[src/rtl/regfile_operand_fetch_if.sv]
// Operand-fetch bus bundle: decode request, writeback commit, register file
// ports and the execute-side operand handshake. The slave modport is the
// sequencer's view; the master modport is the surrounding pipeline's view.
interface regfile_operand_fetch_if #(
  parameter int DATA_W = 32,
  parameter int ADDR_W = 5,
  parameter int INFO_W = 32
);

  // decode read request
  logic              dec_valid;
  logic              dec_ready;
  logic [ADDR_W-1:0] dec_rs1;
  logic [ADDR_W-1:0] dec_rs2;
  logic [INFO_W-1:0] dec_info;

  // writeback commit
  logic              wb_valid;
  logic              wb_ready;
  logic [ADDR_W-1:0] wb_rd;
  logic [DATA_W-1:0] wb_data;

  // register file ports (A is shared read/write, B is read-only)
  logic [ADDR_W-1:0] rf_address_a;
  logic [ADDR_W-1:0] rf_address_b;
  logic [DATA_W-1:0] rf_in_a;
  logic              rf_wren_a;
  logic [DATA_W-1:0] rf_out_a;
  logic [DATA_W-1:0] rf_out_b;

  // operand bundle towards execute
  logic              op_valid;
  logic              op_ready;
  logic [DATA_W-1:0] op_rs1_data;
  logic [DATA_W-1:0] op_rs2_data;
  logic [INFO_W-1:0] op_info;

  modport slave (
    input  dec_valid, dec_rs1, dec_rs2, dec_info,
    input  wb_valid, wb_rd, wb_data,
    input  rf_out_a, rf_out_b,
    input  op_ready,
    output dec_ready, wb_ready,
    output rf_address_a, rf_address_b, rf_in_a, rf_wren_a,
    output op_valid, op_rs1_data, op_rs2_data, op_info
  );

  modport master (
    output dec_valid, dec_rs1, dec_rs2, dec_info,
    output wb_valid, wb_rd, wb_data,
    output rf_out_a, rf_out_b,
    output op_ready,
    input  dec_ready, wb_ready,
    input  rf_address_a, rf_address_b, rf_in_a, rf_wren_a,
    input  op_valid, op_rs1_data, op_rs2_data, op_info
  );

endinterface

[src/rtl/regfile_operand_fetch.sv]
// Operand-fetch / writeback sequencer in front of a 32x32 register file.
// Port A is shared between writeback commits (always preferred) and rs1
// reads; port B reads rs2. The register file read data arrives one cycle
// after the address, so an accepted request spends one cycle in READ before
// the bundle is presented in HOLD. Writebacks that land while the bundle is
// in flight are forwarded into the held operand values.
module regfile_operand_fetch #(
  parameter int DATA_W = 32,
  parameter int ADDR_W = 5,
  parameter int INFO_W = 32
) (
  input logic                   clk,
  input logic                   rst,
  regfile_operand_fetch_if.slave bus
);

  typedef enum logic [1:0] {
    IDLE = 2'd0,
    READ = 2'd1,
    HOLD = 2'd2
  } state_t;

  state_t            state_reg;
  logic [ADDR_W-1:0] rs1_reg;
  logic [ADDR_W-1:0] rs2_reg;
  logic [INFO_W-1:0] info_reg;
  logic [DATA_W-1:0] rs1_data_reg;
  logic [DATA_W-1:0] rs2_data_reg;
  logic              valid_reg;

  logic              commit;
  logic              dec_ready_int;
  logic              accept;
  logic              fwd_window;
  logic              fwd_rs1;
  logic              fwd_rs2;
  logic [DATA_W-1:0] rf_rs1_val;
  logic [DATA_W-1:0] rf_rs2_val;

  // Handshake decisions: writeback always wins port A, decode only gets in
  // when no writeback is pending and there is somewhere for the bundle to go.
  always_comb begin
    commit        = bus.wb_valid & ~rst;
    dec_ready_int = 1'b0;
    if (!rst) begin
      case (state_reg)
        IDLE:    dec_ready_int = ~bus.wb_valid;
        HOLD:    dec_ready_int = bus.op_ready & ~bus.wb_valid;
        default: dec_ready_int = 1'b0;
      endcase
    end
    accept = bus.dec_valid & dec_ready_int;
  end

  // Forwarding applies in READ and in HOLD while the bundle stays put; on the
  // handoff cycle the write only reaches the register file.
  always_comb begin
    fwd_window = (state_reg == READ) || ((state_reg == HOLD) && !bus.op_ready);
    fwd_rs1    = commit && fwd_window && (bus.wb_rd != '0) && (bus.wb_rd == rs1_reg);
    fwd_rs2    = commit && fwd_window && (bus.wb_rd != '0) && (bus.wb_rd == rs2_reg);
    // x0 reads as zero regardless of what the register file returns
    rf_rs1_val = (rs1_reg == '0) ? '0 : bus.rf_out_a;
    rf_rs2_val = (rs2_reg == '0) ? '0 : bus.rf_out_b;
  end

  // Register file port steering: commit address, then new read, else the
  // held indices so the array sees stable addresses when idle.
  always_comb begin
    bus.rf_wren_a    = commit;
    bus.rf_in_a      = bus.wb_data;
    bus.rf_address_a = rs1_reg;
    bus.rf_address_b = rs2_reg;
    if (commit) begin
      bus.rf_address_a = bus.wb_rd;
    end else if (accept) begin
      bus.rf_address_a = bus.dec_rs1;
      bus.rf_address_b = bus.dec_rs2;
    end
  end

  // Sequencer state, held request and operand bundle registers.
  always_ff @(posedge clk) begin
    if (rst) begin
      state_reg    <= IDLE;
      rs1_reg      <= '0;
      rs2_reg      <= '0;
      info_reg     <= '0;
      rs1_data_reg <= '0;
      rs2_data_reg <= '0;
      valid_reg    <= 1'b0;
    end else begin
      case (state_reg)
        IDLE: begin
          valid_reg <= 1'b0;
          if (accept) begin
            rs1_reg   <= bus.dec_rs1;
            rs2_reg   <= bus.dec_rs2;
            info_reg  <= bus.dec_info;
            state_reg <= READ;
          end
        end
        READ: begin
          rs1_data_reg <= fwd_rs1 ? bus.wb_data : rf_rs1_val;
          rs2_data_reg <= fwd_rs2 ? bus.wb_data : rf_rs2_val;
          valid_reg    <= 1'b1;
          state_reg    <= HOLD;
        end
        HOLD: begin
          if (bus.op_ready) begin
            valid_reg <= 1'b0;
            if (accept) begin
              rs1_reg   <= bus.dec_rs1;
              rs2_reg   <= bus.dec_rs2;
              info_reg  <= bus.dec_info;
              state_reg <= READ;
            end else begin
              state_reg <= IDLE;
            end
          end else begin
            if (fwd_rs1) rs1_data_reg <= bus.wb_data;
            if (fwd_rs2) rs2_data_reg <= bus.wb_data;
          end
        end
        default: begin
          valid_reg <= 1'b0;
          state_reg <= IDLE;
        end
      endcase
    end
  end

  assign bus.dec_ready   = dec_ready_int;
  assign bus.wb_ready    = ~rst;
  assign bus.op_valid    = valid_reg;
  assign bus.op_rs1_data = rs1_data_reg;
  assign bus.op_rs2_data = rs2_data_reg;
  assign bus.op_info     = info_reg;

endmodule

[src/flat_wrapper.sv]
// flat-port wrapper written by rule: the top's interface ports become plain ports
module regfile_operand_fetch_flat 
#(
  parameter int DATA_W = 32,
  parameter int ADDR_W = 5,
  parameter int INFO_W = 32
)
  (clk, rst, bus_dec_valid, bus_dec_rs1, bus_dec_rs2, bus_dec_info, bus_wb_valid, bus_wb_rd, bus_wb_data, bus_rf_out_a, bus_rf_out_b, bus_op_ready, bus_dec_ready, bus_wb_ready, bus_rf_address_a, bus_rf_address_b, bus_rf_in_a, bus_rf_wren_a, bus_op_valid, bus_op_rs1_data, bus_op_rs2_data, bus_op_info);
  regfile_operand_fetch_if #(.DATA_W(DATA_W), .ADDR_W(ADDR_W), .INFO_W(INFO_W)) bus_i ();
  input logic clk;
  input logic rst;
  input wire logic [$bits(bus_i.dec_valid)-1:0] bus_dec_valid;
  input wire logic [$bits(bus_i.dec_rs1)-1:0] bus_dec_rs1;
  input wire logic [$bits(bus_i.dec_rs2)-1:0] bus_dec_rs2;
  input wire logic [$bits(bus_i.dec_info)-1:0] bus_dec_info;
  input wire logic [$bits(bus_i.wb_valid)-1:0] bus_wb_valid;
  input wire logic [$bits(bus_i.wb_rd)-1:0] bus_wb_rd;
  input wire logic [$bits(bus_i.wb_data)-1:0] bus_wb_data;
  input wire logic [$bits(bus_i.rf_out_a)-1:0] bus_rf_out_a;
  input wire logic [$bits(bus_i.rf_out_b)-1:0] bus_rf_out_b;
  input wire logic [$bits(bus_i.op_ready)-1:0] bus_op_ready;
  output wire logic [$bits(bus_i.dec_ready)-1:0] bus_dec_ready;
  output wire logic [$bits(bus_i.wb_ready)-1:0] bus_wb_ready;
  output wire logic [$bits(bus_i.rf_address_a)-1:0] bus_rf_address_a;
  output wire logic [$bits(bus_i.rf_address_b)-1:0] bus_rf_address_b;
  output wire logic [$bits(bus_i.rf_in_a)-1:0] bus_rf_in_a;
  output wire logic [$bits(bus_i.rf_wren_a)-1:0] bus_rf_wren_a;
  output wire logic [$bits(bus_i.op_valid)-1:0] bus_op_valid;
  output wire logic [$bits(bus_i.op_rs1_data)-1:0] bus_op_rs1_data;
  output wire logic [$bits(bus_i.op_rs2_data)-1:0] bus_op_rs2_data;
  output wire logic [$bits(bus_i.op_info)-1:0] bus_op_info;
  assign bus_i.dec_valid = bus_dec_valid;
  assign bus_i.dec_rs1 = bus_dec_rs1;
  assign bus_i.dec_rs2 = bus_dec_rs2;
  assign bus_i.dec_info = bus_dec_info;
  assign bus_i.wb_valid = bus_wb_valid;
  assign bus_i.wb_rd = bus_wb_rd;
  assign bus_i.wb_data = bus_wb_data;
  assign bus_i.rf_out_a = bus_rf_out_a;
  assign bus_i.rf_out_b = bus_rf_out_b;
  assign bus_i.op_ready = bus_op_ready;
  assign bus_dec_ready = bus_i.dec_ready;
  assign bus_wb_ready = bus_i.wb_ready;
  assign bus_rf_address_a = bus_i.rf_address_a;
  assign bus_rf_address_b = bus_i.rf_address_b;
  assign bus_rf_in_a = bus_i.rf_in_a;
  assign bus_rf_wren_a = bus_i.rf_wren_a;
  assign bus_op_valid = bus_i.op_valid;
  assign bus_op_rs1_data = bus_i.op_rs1_data;
  assign bus_op_rs2_data = bus_i.op_rs2_data;
  assign bus_op_info = bus_i.op_info;
  regfile_operand_fetch #(.DATA_W(DATA_W), .ADDR_W(ADDR_W), .INFO_W(INFO_W)) u_core (.clk(clk), .rst(rst), .bus(bus_i));
endmodule
[config.mk]
export PLATFORM = sky130hd
export DESIGN_NAME = regfile_operand_fetch_flat
export DESIGN_NICKNAME = d
export VERILOG_FILES = /design/src/rtl/regfile_operand_fetch_if.sv /design/src/rtl/regfile_operand_fetch.sv /design/src/flat_wrapper.sv
export SDC_FILE = /design/constraint.sdc
export NUM_CORES = 1
export LEC_CHECK = 0
export ABC_AREA = 1
export ABC_CLOCK_PERIOD_IN_PS = 3500
export CORE_MARGIN = 4
export CORE_UTILIZATION = 45
export DETAILED_ROUTE_END_ITERATION = 6
export HOLD_SLACK_MARGIN = 0.15
export PLACE_DENSITY_LB_ADDON = 0.2
export REMOVE_ABC_BUFFERS = 1
export SYNTH_ARGS = -nofsm -noshare
export SYNTH_HDL_FRONTEND = slang
export SYNTH_SLANG_ARGS = --single-unit
[constraint.sdc]
create_clock -name clk -period 3.5 [get_ports clk]
set_clock_uncertainty 0.05 [all_clocks]
set_input_delay 0.7 -clock clk [delete_from_list [all_inputs] [get_ports clk]]
set_output_delay 0.7 -clock clk [all_outputs]
set_load 0.02 [all_outputs]
==> qor.txt, run 1 <==
Status = completed
Residual DRC = 0
Final Setup Violations = 0
Fin worst setup slack = 147 ps
Crit path depth = 11
Reg-to-reg startpoint = u_core.rs2_reg[1]
Final GP Congestion = 0.870
Pwr/cell area = 359 nW/µm²
Via-per-instance ratio = 4.84
FILL cells = 1222
Max Cap Viol = 0
Largest net degree at the start of global routing = 87
CTS Hold Bufs = 0
Nature of the critical path endpoint = primary output
R2r endpoint = u_core.bus.op_rs2_data[24]
Layout overhead on the synthesized area = 51.7%
Global-route wire length before repair = 32.6 mm
Setup TNS = 0 ps
WP data arrival = 2600 ps
Ports = 290
Delay of the slowest critical-path stage = 450 ps
Ys flops = 109
Die X = 124 µm
Die area = 15500 µm²
Main flop type = dfxtp_1
Max VDD drop = 272 µV
Total CTS buffers = 9
Root buf cell = clkbuf_16
Final Instance Count excl. Fillers = 1394
Total power = 3320 µW
OpenROAD warning count = 25
Synth Instances = 978
## run 1: power by group
| part | switching (µW) | internal, µW | total, µW |
|---|---|---|---|
| Clock | 485 | 582 | 1070 |
| Sequential | 32.6 | 1300 | 1340 |
| Combinational | 467 | 451 | 917 |
| Total | 984 | 2340 | 3320 |
## run 1: Yosys cell counts (5+ instances only)
library cell,count,area (µm²)
nand2_1,252,946
nor2_1,145,544
dfxtp_1,109,2180
inv_1,109,409
nand3_1,98,490
a21oi_1,55,275
o21ai_0,47,235
buf_4,37,278
clkbuf_1,28,105
buf_2,22,110
nand3b_1,20,150
buf_1,10,37.5
o21bai_1,10,75.1
xnor2_1,5,43.8
## run 1: logic make-up (layout without fill, tap and decap cells)
kind of cell,after synthesis,after routing
and+or+nand+nor,536,536
xor gates and xnor gates,5,5
DFF,109,109
AOI/OAI and AO/OA,117,117
buffers and inverters,211,451
## run 1: repair_timing
action / CTS / global route
resized: 9 / 3
gates cloned: 0 / 0
setup endpoints to repair: 9 / 4
buffers inserted: 0 / 1
## run 1: metrics by stage
step                 util  area (µm²)
floorplan               -        5560
global placement    0.674        8930
detailed placement  0.674        8930
CTS                 0.697        9230
global route        0.698        9240
finish              0.698        9240
## run 1: routing by layer
metal | share of wire | global-route usage | vias to the layer above
li1 | - | - | 3465
met1 | 0.42 | 0.316 | 2960
met3 | 0.080 | 0.0643 | 31
met4 | 0.021 | 0.0838 | 0
met2 | 0.48 | 0.436 | 286
met5 | 0 | 0 | -
## run 1: worst reg2reg max path, delay by kind of cell (launching register included)
family	cells	cell delay (ps)
DFF	1	340
buffers and inverters	2	500
and+or+nand+nor	7	1130
## run 1: how the worst min path moves through the flow
stage | startpoint | to | slack (ps) | depth (start not counted)
5_1_grt | u_core.bus.op_info[12] | u_core.bus.op_info[12] | 460 | 2
6_report | u_core.bus.op_info[0] | u_core.bus.op_info[0] | 430 | 2
4_1_cts | u_core.bus.op_info[13] | u_core.bus.op_info[13] | 440 | 2
2_1_floorplan | u_core.rs1_reg[2] | u_core.rs1_reg[2] | 500 | 2
3_3_place_gp | u_core.bus.op_valid | u_core.bus.op_valid | 400 | 1
3_5_place_dp | u_core.bus.op_info[13] | u_core.bus.op_info[13] | 420 | 2
## run 1: layout make-up
| class | instances | area, µm² | share of cell area |
|---|---|---|---|
| tap | 176 | 220 | 0.0238 |
| inverter | 114 | 428 | 0.0463 |
| clock buffer | 10 | 239 | 0.0259 |
| sequential | 109 | 2180 | 0.236 |
| clock inverter | 6 | 70.1 | 0.00758 |
| timing repair buffer | 321 | 3150 | 0.341 |
| multi-input combinational | 658 | 2950 | 0.319 |
## run 1: cell usage in the layout, fill, tap and decap left out, drive strengths merged
cell	synthesis	layout
a21boi	4	4
a21oi	55	55
buf	69	32
bufinv	0	1
clkbuf	28	10
clkdlybuf4s15	0	1
clkdlybuf4s50	0	280
clkinv	1	4
dfxtp	109	109
dlygate4sd2	0	8
inv	113	115
nand2	256	256
nand3	102	102
nand3b	20	20
nand4	1	1
nor2	149	149
nor3	3	3
o21a	1	1
o21ai	47	47
o21bai	10	10
or2	5	5
xnor2	5	5
==> run_1/final_clocks.png <==
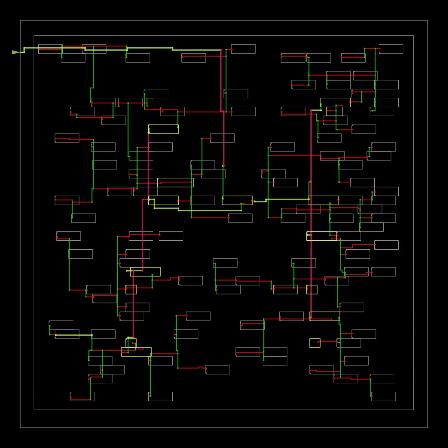
Seq cells: 109
clock buffers: 10
clk pwr: 1070 µW
Clock Sinks: 109
Skew-Pair Late Insertion Delay: 340 ps

==> run_1/clock_map.png <==
Scale bar: 20 µm.
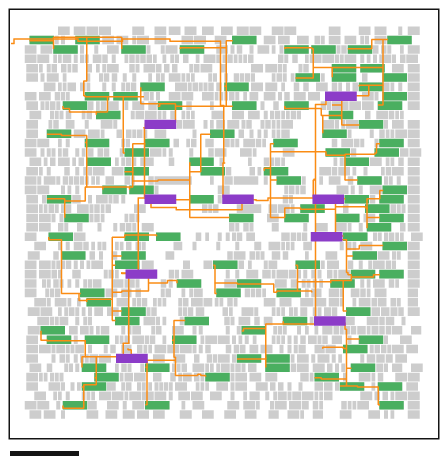
[flip-flops] green | count: 109
[cells driving clock nets] purple | count: 9
[clock wires] orange | length: 1370 µm
flops lie: spread over the die

==> run_1/cell_classes.png <==
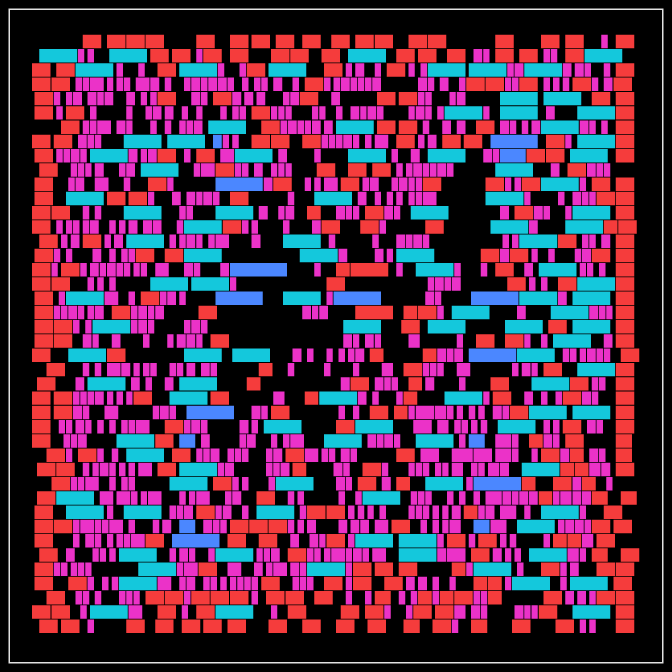
| class | colour | cells |
|---|---|---|
| clock drivers and dummy loads | blue | 16 |
| all other logic | magenta | 772 |
| other buffers and delay cells | red | 321 |
| flip-flops | cyan | 109 |

==> inputs of run 2 (changes only) <==
Settings changed: HOLD_SLACK_MARGIN 0.15 to 0.02.
==> run_2/registers.png <==
Other sequential cells in the stronger grey, the rest of the logic in the fainter grey.
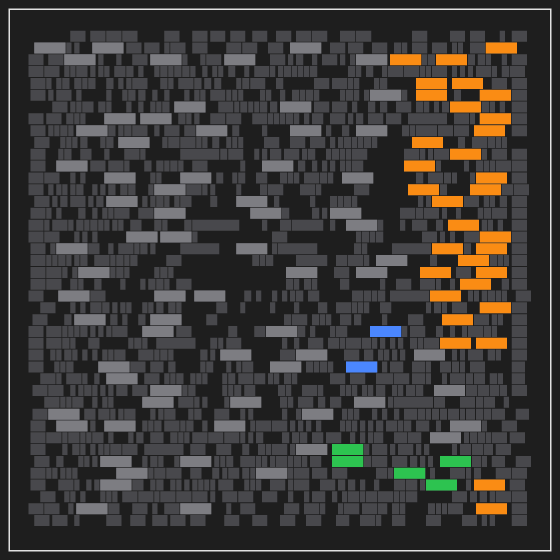
| netlist name | colour | sequential cells |
|---|---|---|
| `u_core.bus.op_info` | orange | 32 |
| `u_core.state_reg` | blue | 2 |
| `u_core.rs2_reg` | green | 5 |

==> run_2/clock_map.png <==
Scale bar: 20 µm.
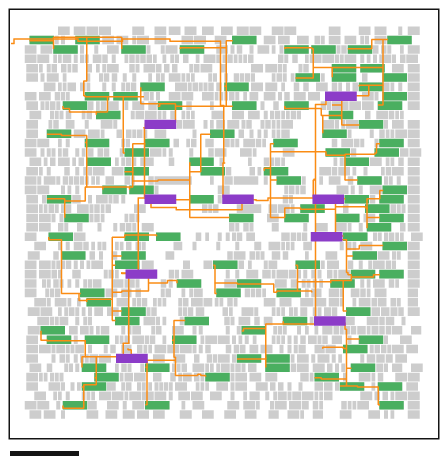
[cells driving clock nets] purple | count: 9
[clock wires] orange | length: 1370 µm
[flip-flops] green | count: 109
flops lie: spread over the die

==> run 2 against run 1 <==
Effect of this change: clock-buffer cell count did not move; global-route usage unchanged; first-iteration DRC count unchanged; highest routed layer unchanged; largest cell class unchanged; utilization did not move; fmax unchanged; cell count is the same; sequential power hardly changed; sequential share of layout area is the same; via count unchanged; total power unchanged; die area stayed put.
==> qor.txt, run 2 <==
Status = completed
OpenROAD warning count = 25
Die X = 124 µm
Total power = 3320 µW
Post-synth top area share = 0.358
Die area = 15500 µm²
Top-count cell post-synth = nand2_1
Fin worst setup slack = 147 ps
Setup TNS = 0 ps
Root buf cell = clkbuf_16
Main flop type = dfxtp_1
Sw frac = 0.296
Cell Int Power = 2340 µW
Residual DRC = 0
Delay of the slowest critical-path stage = 450 ps
Commonest cells in the netlist = nand2_1, nor2_1, dfxtp_1, inv_1, nand3_1
Comb power frac = 0.276
Final GP Congestion = 0.870
Clock Sinks = 109
Cell taking the most area after synthesis = dfxtp_1
Ports = 290
Final Setup Violations = 0
WP data arrival = 2600 ps
Global-route wire length before repair = 32.6 mm
Top Layout Cells = clkdlybuf4s50_1, nand2_1, nor2_1
Total CTS buffers = 9
Net Switching = 984 µW
Ys flops = 109
Layout overhead on the synthesized area = 51.7%
Nature of the critical path endpoint = primary output
Top cells, area = dfxtp_1, nand2_1, nor2_1
Via-per-instance ratio = 4.84
Pwr/cell area = 359 nW/µm²
Synth Instances = 978
Max VDD drop = 272 µV
==> run_2/cell_classes.png <==
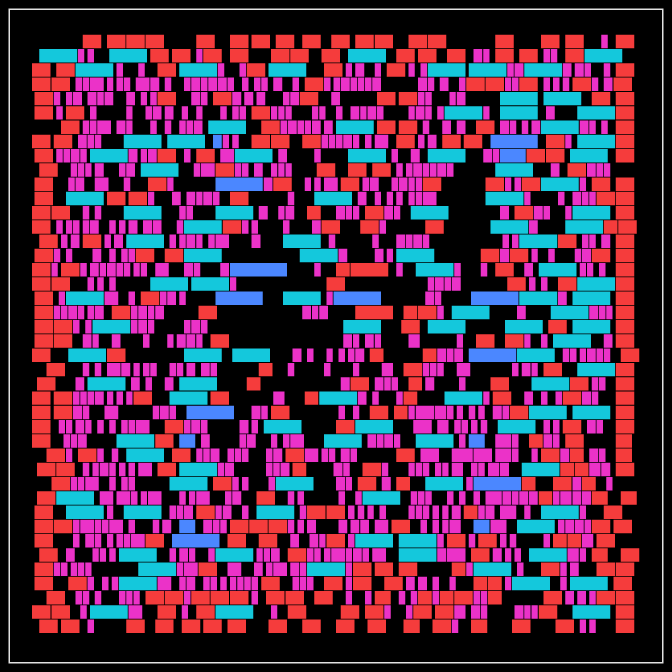
| class | colour | cells |
|---|---|---|
| all other logic | magenta | 772 |
| other buffers and delay cells | red | 321 |
| flip-flops | cyan | 109 |
| clock drivers and dummy loads | blue | 16 |

run 2: cell counts after synthesis:
No cell type changed its count.
run 2: kinds of logic after synthesis:
family,synth area share
xor gates and xnor gates,0.00719
AOI/OAI and AO/OA,0.102
DFF,0.358
buffers and inverters,0.157
and+or+nand+nor,0.375
run 2: metrics by stage:
step	hold WS, ps	instance area, µm²	instances
floorplan	495	5560	881
CTS	439	9230	1393
finish	433	9240	1394
global placement	403	8930	1377
detailed placement	421	8930	1377
global route	461	9240	1394
run 2: per-layer routing:
layer | share of wire | up-vias | GRT usage
li1 | - | 3465 | -
met1 | 0.42 | 2960 | 0.316
met2 | 0.48 | 286 | 0.436
met3 | 0.080 | 31 | 0.0643
met4 | 0.021 | 0 | 0.0838
met5 | 0 | - | 0
run 2: area by class of cell:
class / instances / area (µm²)
Sequential cell: 109 / 2180
Timing Repair Buffer: 321 / 3150
Inverter: 114 / 428
Tap cell: 176 / 220
Multi-Input combinational cell: 658 / 2950
Clock inverter: 6 / 70.1
Fill cell: 1222 / 4010
Clock buffer: 10 / 239
run 2: worst reg2reg max path: cells and delay by family (launching register included):
family	cells	cell delay, ps
buffers and inverters	2	500
DFF	1	340
and+or+nand+nor	7	1130
run 2: power groups by stage:
stage               sequential, µW  combinational [µW]  clock, µW
floorplan                     1430                 352          0
global placement              1360                 914          0
global route                  1340                1010       1140
CTS                           1340                 921       1090
finish                        1340                 917       1070
detailed placement            1370                 922          0
run 2: worst paths after layout:
path | to | cells past startpoint | start
worst max register to register | u_core.bus.op_rs2_data[24] | 9 | u_core.rs2_reg[1]
worst min-delay path | u_core.bus.op_info[0] | 2 | u_core.bus.op_info[0]
worst min register to register | u_core.bus.op_info[0] | 2 | u_core.bus.op_info[0]
worst max-delay path | bus_rf_address_a[0] | 11 | bus_op_ready
run 2: repair_timing:
item | 4_1_cts | 5_1_grt
endpoints found under the setup margin | 9 | 4
hold buffers | 0 | 0
buffers inserted | 0 | 1
resized | 9 | 3
gates cloned | 0 | 0
==> inputs of run 3 (changes only) <==
Settings changed: TNS_END_PERCENT set to 100.
==> run_3/registers.png <==
Other sequential cells in the stronger grey, the rest of the logic in the fainter grey.
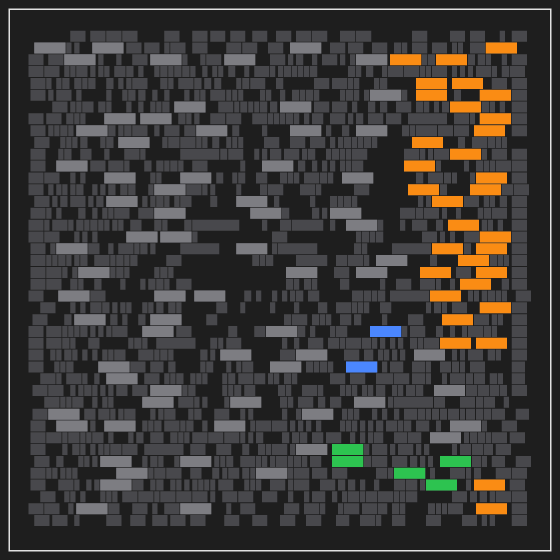
| netlist name | colour | sequential cells |
|---|---|---|
| `u_core.bus.op_info` | orange | 32 |
| `u_core.rs2_reg` | green | 5 |
| `u_core.state_reg` | blue | 2 |
not coloured: 70

==> run_3/cell_classes.png <==
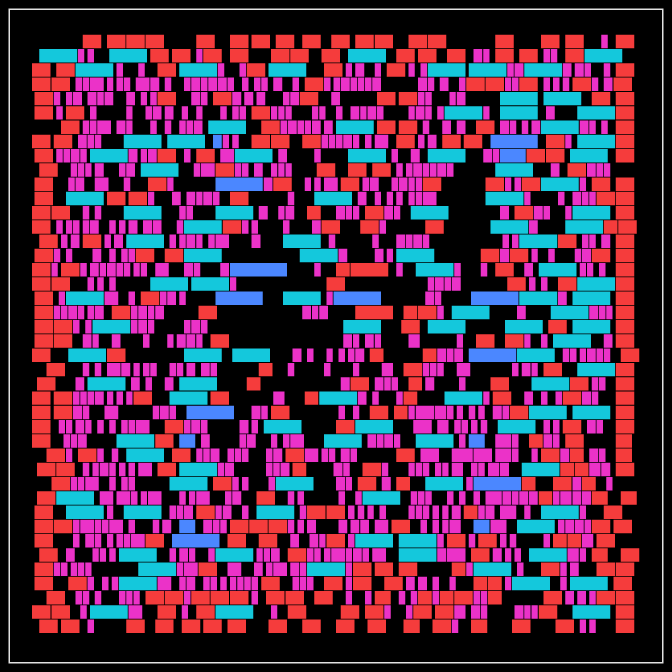
| class | colour | cells |
|---|---|---|
| other buffers and delay cells | red | 321 |
| flip-flops | cyan | 109 |
| clock drivers and dummy loads | blue | 16 |
| all other logic | magenta | 772 |

==> run 3 against run 2 <==
Effect of this change: sequential cell count is the same; non-clock buffer count did not move; clock power is essentially flat; via count did not move; critical path type unchanged; critical endpoint unchanged.
==> qor.txt, run 3 <==
Status = completed
Max Cap Viol = 0
Cell taking the most area after synthesis = dfxtp_1
Final Setup Violations = 0
Synth Instances = 978
Root buf cell = clkbuf_16
Commonest cells in the netlist = nand2_1, nor2_1, dfxtp_1, inv_1, nand3_1
Layout overhead on the synthesized area = 51.7%
Top Layout Cells = clkdlybuf4s50_1, nand2_1, nor2_1
Sw frac = 0.296
Ports = 290
Most common cell after layout, fill and taps aside = clkdlybuf4s50_1
Top cells, area = dfxtp_1, nand2_1, nor2_1
Delay of the slowest critical-path stage = 450 ps
Hold slack final = 433 ps
Nature of the critical path endpoint = primary output
Main flop type = dfxtp_1
Final Instance Count excl. Fillers = 1394
Max VDD drop = 272 µV
OpenROAD warning count = 25
Clock power frac = 0.321
Reg-to-reg startpoint = u_core.rs2_reg[1]
CTS Hold Bufs = 0
Setup TNS = 0 ps
Skew-Pair Late Insertion Delay = 340 ps
Total CTS buffers = 9
Worst Min Path Start = u_core.bus.op_info[0]
Residual DRC = 0
Die area = 15500 µm²
Cell Int Power = 2340 µW
Post-Place Cells = 1377
Sequential share of power = 0.403
Largest net degree at the start of global routing = 87
Ys flops = 109
CP startpoint = bus_op_ready
==> run_3/clock_map.png <==
Scale bar: 20 µm.
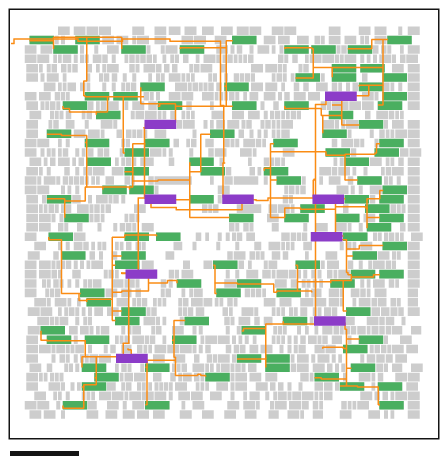
[clock wires] orange | length: 1370 µm
[cells driving clock nets] purple | count: 9
[flip-flops] green | count: 109
routed clock nets: 10
flops lie: spread over the die

[run 3: cell counts after synthesis]
Identical to the previous run, type by type.
[run 3: path summary, 6_finish.rpt]
| path | end | slack (ps) | cells past startpoint |
|---|---|---|---|
| worst max-delay path | bus_rf_address_a[0] | 150 | 11 |
| worst min-delay path | u_core.bus.op_info[0] | 430 | 2 |
| worst max register to register | u_core.bus.op_rs2_data[24] | 1390 | 9 |
| worst min register to register | u_core.bus.op_info[0] | 430 | 2 |
[run 3: worst max-delay path: cells and delay by family]
family | cells | cell delay (ps)
AND-OR/OR-AND | 2 | 210
buffers and inverters | 4 | 1000
AND/OR/NAND/NOR | 5 | 700
[run 3: cell type report]
type	count	area [µm²]
Tap cell	176	220
Multi-Input combinational cell	658	2950
Fill cell	1222	4010
Sequential cell	109	2180
Timing Repair Buffer	321	3150
Inverter	114	428
Clock inverter	6	70.1
Clock buffer	10	239
[run 3: kinds of logic after synthesis]
| logic type | share of synthesized area |
|---|---|
| AND/OR/NAND/NOR | 0.375 |
| AND-OR/OR-AND | 0.102 |
| buffers and inverters | 0.157 |
| XOR/XNOR | 0.00719 |
| flip-flops | 0.358 |
[run 3: metrics by stage]
step	power, µW	util	instance area, µm²
floorplan	1790	-	5560
global placement	2280	0.674	8930
detailed placement	2290	0.674	8930
CTS	3350	0.697	9230
global route	3490	0.698	9240
finish	3320	0.698	9240
[run 3: power by group through the flow]
stage / Sequential, µW / Clock (µW) / Combinational (µW)
detailed placement: 1370 / 0 / 922
global placement: 1360 / 0 / 914
floorplan: 1430 / 0 / 352
global route: 1340 / 1140 / 1010
finish: 1340 / 1070 / 917
CTS: 1340 / 1090 / 921
[run 3: what timing repair did]
action | CTS | global route
endpoints found under the setup margin | 9 | 4
resized | 9 | 3
endpoints found under the hold margin | 0 | 0
setup buffers | 0 | 1
[run 3: layer usage]
layer / up-vias / share of wire / GRT usage / wire, µm
li1: 3465 / - / - / -
met1: 2960 / 0.42 / 0.316 / 8640
met2: 286 / 0.48 / 0.436 / 9800
met3: 31 / 0.080 / 0.0643 / 1640
met4: 0 / 0.021 / 0.0838 / 440
met5: - / 0 / 0 / 0
Power and IR drop assume default switching activity.
